**config.mk**
```make
export PLATFORM = sky130hd
export DESIGN_NAME = enigma_char_sequencer
export DESIGN_NICKNAME = d
export VERILOG_FILES = /design/src/rtl/enigma_pkg.sv /design/src/rtl/enigma_key_sched.sv /design/src/rtl/enigma_char_sequencer.sv
export SDC_FILE = /design/constraint.sdc
export NUM_CORES = 1
export LEC_CHECK = 0
export CAP_MARGIN = 20
export CORE_MARGIN = 2
export CORE_UTILIZATION = 35
export CTS_CLUSTER_DIAMETER = 30
export DETAILED_ROUTE_END_ITERATION = 7
export HOLD_SLACK_MARGIN = 0.12
export REMOVE_ABC_BUFFERS = 1
export SETUP_SLACK_MARGIN = 0.5
export SLEW_MARGIN = 30
export SYNTH_ARGS = -nofsm -noshare
export SYNTH_HDL_FRONTEND = slang
export SYNTH_SLANG_ARGS = --single-unit
```
**constraint.sdc**
```tcl
create_clock -name clk -period 3.51 [get_ports clk]
set_clock_uncertainty 0.15 [all_clocks]
set_input_delay 0.351 -clock clk [delete_from_list [all_inputs] [get_ports clk]]
set_output_delay 0.351 -clock clk [all_outputs]
set_load 0.005 [all_outputs]
```
**src/rtl/enigma_pkg.sv**
```systemverilog
// Shared types and helpers for the Enigma character front end.
// Holds widths, ASCII bounds, the sequencer state enum and the letter test.
package enigma_pkg;

  localparam int SETTING_W = 2;
  localparam int CHAR_W    = 8;

  localparam logic [CHAR_W-1:0] ASCII_A = 8'h41;
  localparam logic [CHAR_W-1:0] ASCII_Z = 8'h5A;

  typedef enum logic {
    IDLE   = 1'b0,
    ACTIVE = 1'b1
  } state_t;

  function automatic logic is_letter(input logic [CHAR_W-1:0] c);
    return (c >= ASCII_A) && (c <= ASCII_Z);
  endfunction

endpackage

```
**src/rtl/enigma_key_sched.sv**
```systemverilog
// Rotating key schedule: holds KEY_LEN settings and an index that steps per letter.
// Latency: setting is combinational from the index (a same-cycle load exposes new entry 0).
// Backpressure: none; the caller only asserts step on an accepted letter.
module enigma_key_sched
  import enigma_pkg::*;
#(
  parameter int KEY_LEN = 4
) (
  input  logic                         clk,
  input  logic                         rst,
  input  logic                         load,
  input  logic [SETTING_W*KEY_LEN-1:0] load_data,
  input  logic                         step,
  input  logic                         clear,
  output logic [SETTING_W-1:0]         setting
);

  localparam int IDX_W = (KEY_LEN > 1) ? $clog2(KEY_LEN) : 1;

  logic [SETTING_W*KEY_LEN-1:0] key_q;
  logic [IDX_W-1:0]             idx_q;
  logic [IDX_W-1:0]             idx_base;
  logic [IDX_W-1:0]             idx_d;

  // A load restarts the schedule, so a step in the same cycle advances from entry 0.
  always_comb begin
    idx_base = load ? '0 : idx_q;
    idx_d    = idx_base;
    if (step) begin
      idx_d = (idx_base == IDX_W'(KEY_LEN - 1)) ? '0 : idx_base + 1'b1;
    end
    if (clear) begin
      idx_d = '0;
    end
  end

  always_comb begin
    setting = key_q[int'(idx_q)*SETTING_W +: SETTING_W];
    if (load) begin
      setting = load_data[SETTING_W-1:0];
    end
  end

  always_ff @(posedge clk) begin
    if (rst) begin
      key_q <= '0;
      idx_q <= '0;
    end else begin
      if (load) begin
        key_q <= load_data;
      end
      idx_q <= idx_d;
    end
  end

endmodule

```
**src/rtl/enigma_char_sequencer.sv**
```systemverilog
// Tags each ASCII letter with a key-schedule setting; non-letters bypass. Optional: LOWERCASE_FOLD_EN.
// Latency: 1 cycle through a single output register.
// Backpressure: s_ready = !m_valid | m_ready; output beat held stable while stalled.
module enigma_char_sequencer
  import enigma_pkg::*;
#(
  parameter int KEY_LEN = 4,
  parameter int CNT_W   = 16
) (
  input  logic                         clk,
  input  logic                         rst,
  input  logic                         key_load,
  input  logic [SETTING_W*KEY_LEN-1:0] key_data,
  input  logic                         s_valid,
  output logic                         s_ready,
  input  logic [CHAR_W-1:0]            s_char,
  input  logic                         s_last,
  output logic                         m_valid,
  input  logic                         m_ready,
  output logic [CHAR_W-1:0]            m_char,
  output logic [SETTING_W-1:0]         m_setting,
  output logic                         m_bypass,
  output logic                         m_last,
  output logic [CNT_W-1:0]             letter_cnt,
  output logic                         key_err
);

  state_t                state_q;
  state_t                state_d;
  logic                  load_ok;
  logic                  key_err_d;
  logic                  xfer;
  logic                  letter;
  logic [CHAR_W-1:0]     char_eff;
  logic [SETTING_W-1:0]  cur_setting;
  logic                  cnt_clr_q;
  logic [CNT_W-1:0]      cnt_base;
  logic [CNT_W-1:0]      cnt_d;

  assign s_ready = !m_valid || m_ready;
  assign xfer    = s_valid && s_ready;

`ifdef LOWERCASE_FOLD_EN
  always_comb begin
    char_eff = s_char;
    if ((s_char >= 8'h61) && (s_char <= 8'h7A)) begin
      char_eff = s_char & 8'hDF;
    end
  end
`else
  always_comb begin
    char_eff = s_char;
  end
`endif

  assign letter = is_letter(char_eff);

  always_comb begin
    state_d   = state_q;
    load_ok   = 1'b0;
    key_err_d = 1'b0;
    case (state_q)
      IDLE: begin
        load_ok = key_load;
        if (xfer && !s_last) begin
          state_d = ACTIVE;
        end
      end
      ACTIVE: begin
        key_err_d = key_load;
        if (xfer && s_last) begin
          state_d = IDLE;
        end
      end
      default: state_d = IDLE;
    endcase
  end

  enigma_key_sched #(
    .KEY_LEN (KEY_LEN)
  ) u_key_sched (
    .clk       (clk),
    .rst       (rst),
    .load      (load_ok),
    .load_data (key_data),
    .step      (xfer && letter),
    .clear     (xfer && s_last),
    .setting   (cur_setting)
  );

  // The count of a finished message stays visible alongside its last beat, then clears.
  always_comb begin
    cnt_base = cnt_clr_q ? '0 : letter_cnt;
    cnt_d    = cnt_base;
    if (xfer && letter && (cnt_base != {CNT_W{1'b1}})) begin
      cnt_d = cnt_base + 1'b1;
    end
  end

  always_ff @(posedge clk) begin
    if (rst) begin
      state_q    <= IDLE;
      key_err    <= 1'b0;
      letter_cnt <= '0;
      cnt_clr_q  <= 1'b0;
      m_valid    <= 1'b0;
      m_char     <= '0;
      m_setting  <= '0;
      m_bypass   <= 1'b0;
      m_last     <= 1'b0;
    end else begin
      state_q    <= state_d;
      key_err    <= key_err_d;
      letter_cnt <= cnt_d;
      cnt_clr_q  <= xfer && s_last;
      if (xfer) begin
        m_valid   <= 1'b1;
        m_char    <= char_eff;
        m_setting <= letter ? cur_setting : '0;
        m_bypass  <= !letter;
        m_last    <= s_last;
      end else if (m_ready) begin
        m_valid <= 1'b0;
      end
    end
  end

endmodule

```
Fig. 1: cell classes on the final placement
The bar under the picture is 20 um long. Fill, decap, tap and diode cells in gray.
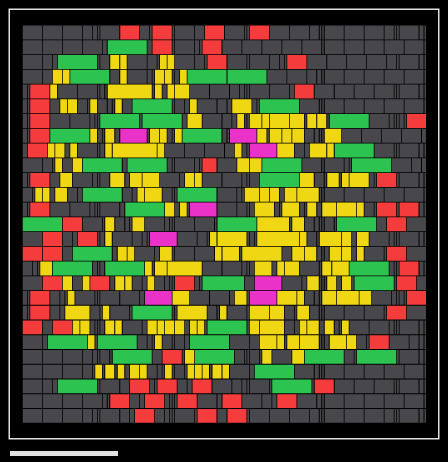
legend:
  red:
    class: other buffers and delay cells
    cells: 53
  yellow:
    class: combinational and other logic
    cells: 174
  green:
    class: flops
    cells: 42
  magenta:
    class: clock drivers and dummy loads
    cells: 8
final core occ: 48.3%
register share of the cell area: 31.8%

Fig. 2: cell outlines without signal wires
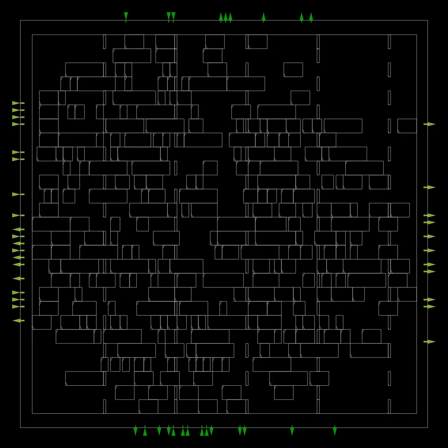
Rows: 27
Core Footprint: 5470 um2

Fig. 3: selected gate families
The bar under the picture is 20 um long.
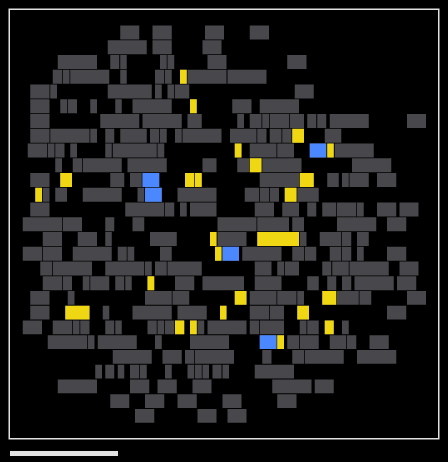
legend:
  blue:
    family: XOR/XNOR gates
    cells: 5
  yellow:
    family: NOR gates
    cells: 25
multi-input combinational area share: 40.3%
non-filler instance count after layout: 349

Fig. 4: signal wires by layer
The bar under the picture is 20 um long.
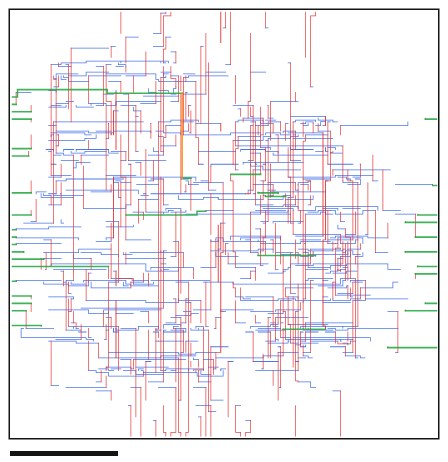
legend:
  green:
    layer: metal 3
    wire_length: 191 um
  blue:
    layer: metal 1
    wire_length: 2090 um
  red:
    layer: metal 2
    wire_length: 2030 um
  orange:
    layer: metal 4
    wire_length: 15.6 um
Overall Global Routing Usage: 14.9%
drt wl/cell: 12.4 um

Fig. 5: register map, names as in the netlist
The bar under the picture is 20 um long. Other sequential cells in the stronger gray, the rest of the logic in the fainter gray.
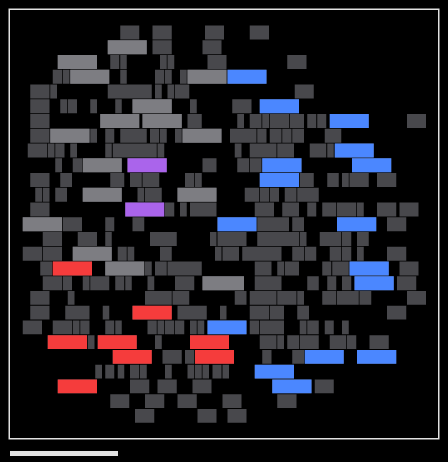
legend:
  purple:
    name_in_the_netlist: u_key_sched.idx_q
    placed_flops: 2
  blue:
    name_in_the_netlist: letter_cnt
    placed_flops: 16
  red:
    name_in_the_netlist: m_char
    placed_flops: 8
Seq group: 502 uW
FF/Latch Area: 842 um2

==> summary.txt <==
hold buffers post-CTS: 0
Flops: 42
Routed Antenna Nets: 0
vias in the first global route: 1643
Clock Network Area Fraction: 4.16%
met2 routed wirelength: 2.03 mm
Main logic family: simple AND/OR/NAND/NOR gates
remaining global-route overflow: 0
GR Util met2: 24.4%
Synth Warn #: 0
Fmax achieved: 384 MHz
CTS Buf Count: 5
Comb area: 1070 um2
max-cap violation count: 0
Critical Path AT: 2630 ps
DP Area: 2530 um2
clock network power share: 37.4%
Final Total Pwr: 973 uW
Final WS setup: 908 ps
GPL Wtd Cong: 0.757
Final Cell Area: 2650 um2
EDFF count, synth: 0
final hold violations: 0
largest class: combinational gates
clock transition at the registers of the reported paths: 80 ps
clock sink count: 42
Layout clock buffers: 8
peak supply drop: 0.000199 V
Synth Area in Compound Gates: 13.6%
diode count: 0
async set-reset flop share out of synthesis: 0%
most common cell in the netlist: nand2_1
global routing usage on met3: 3.98%
DIE WIDTH: 78.9 um
Fin Setup TNS: 0 ps
Slew @ Worst Pin: 561 ps
RSZ-0062 raised after global routing: false
buffering overhead: 20.0%
Power Density: 368 nW/um2
Syn Std Cell Area: 1970 um2
most used routing layer: met2
Synth Seq Share: 42.8%
layout cells sized above 1: 8.66%
Post-synth regs: 42
Die ar.: 6230 um2
main flop type: dfxtp_1
cell breakdown of the critical path: nor2b_1 > ha_1 > and4b_1 > and4bb_4 > a211oi_4 > nand3_1 > mux2_1
sequential share of power: 51.6%
# IOs: 53
outcome: finished clean
Max stage delay on crit path: 520 ps
==> worst paths after layout <==
| kind | startpoint | endpoint | slack, ps | cells past startpoint |
|---|---|---|---|---|
| setup / recovery | cnt_clr_q | letter_cnt[5] | 910 | 7 |
| hold reg to reg | u_key_sched.key_q[5] | u_key_sched.key_q[5] | 310 | 2 |
| hold / removal | u_key_sched.key_q[5] | u_key_sched.key_q[5] | 310 | 2 |
| setup reg to reg | cnt_clr_q | letter_cnt[5] | 910 | 7 |
==> sequential cells by signal (all words and copies together), names as in the netlist, 2 cells and up, named ones only <==
name	cells
m_char	8
m_setting	2
u_key_sched.key_q	8
letter_cnt	16
u_key_sched.idx_q	2
Power and IR drop assume default switching activity.
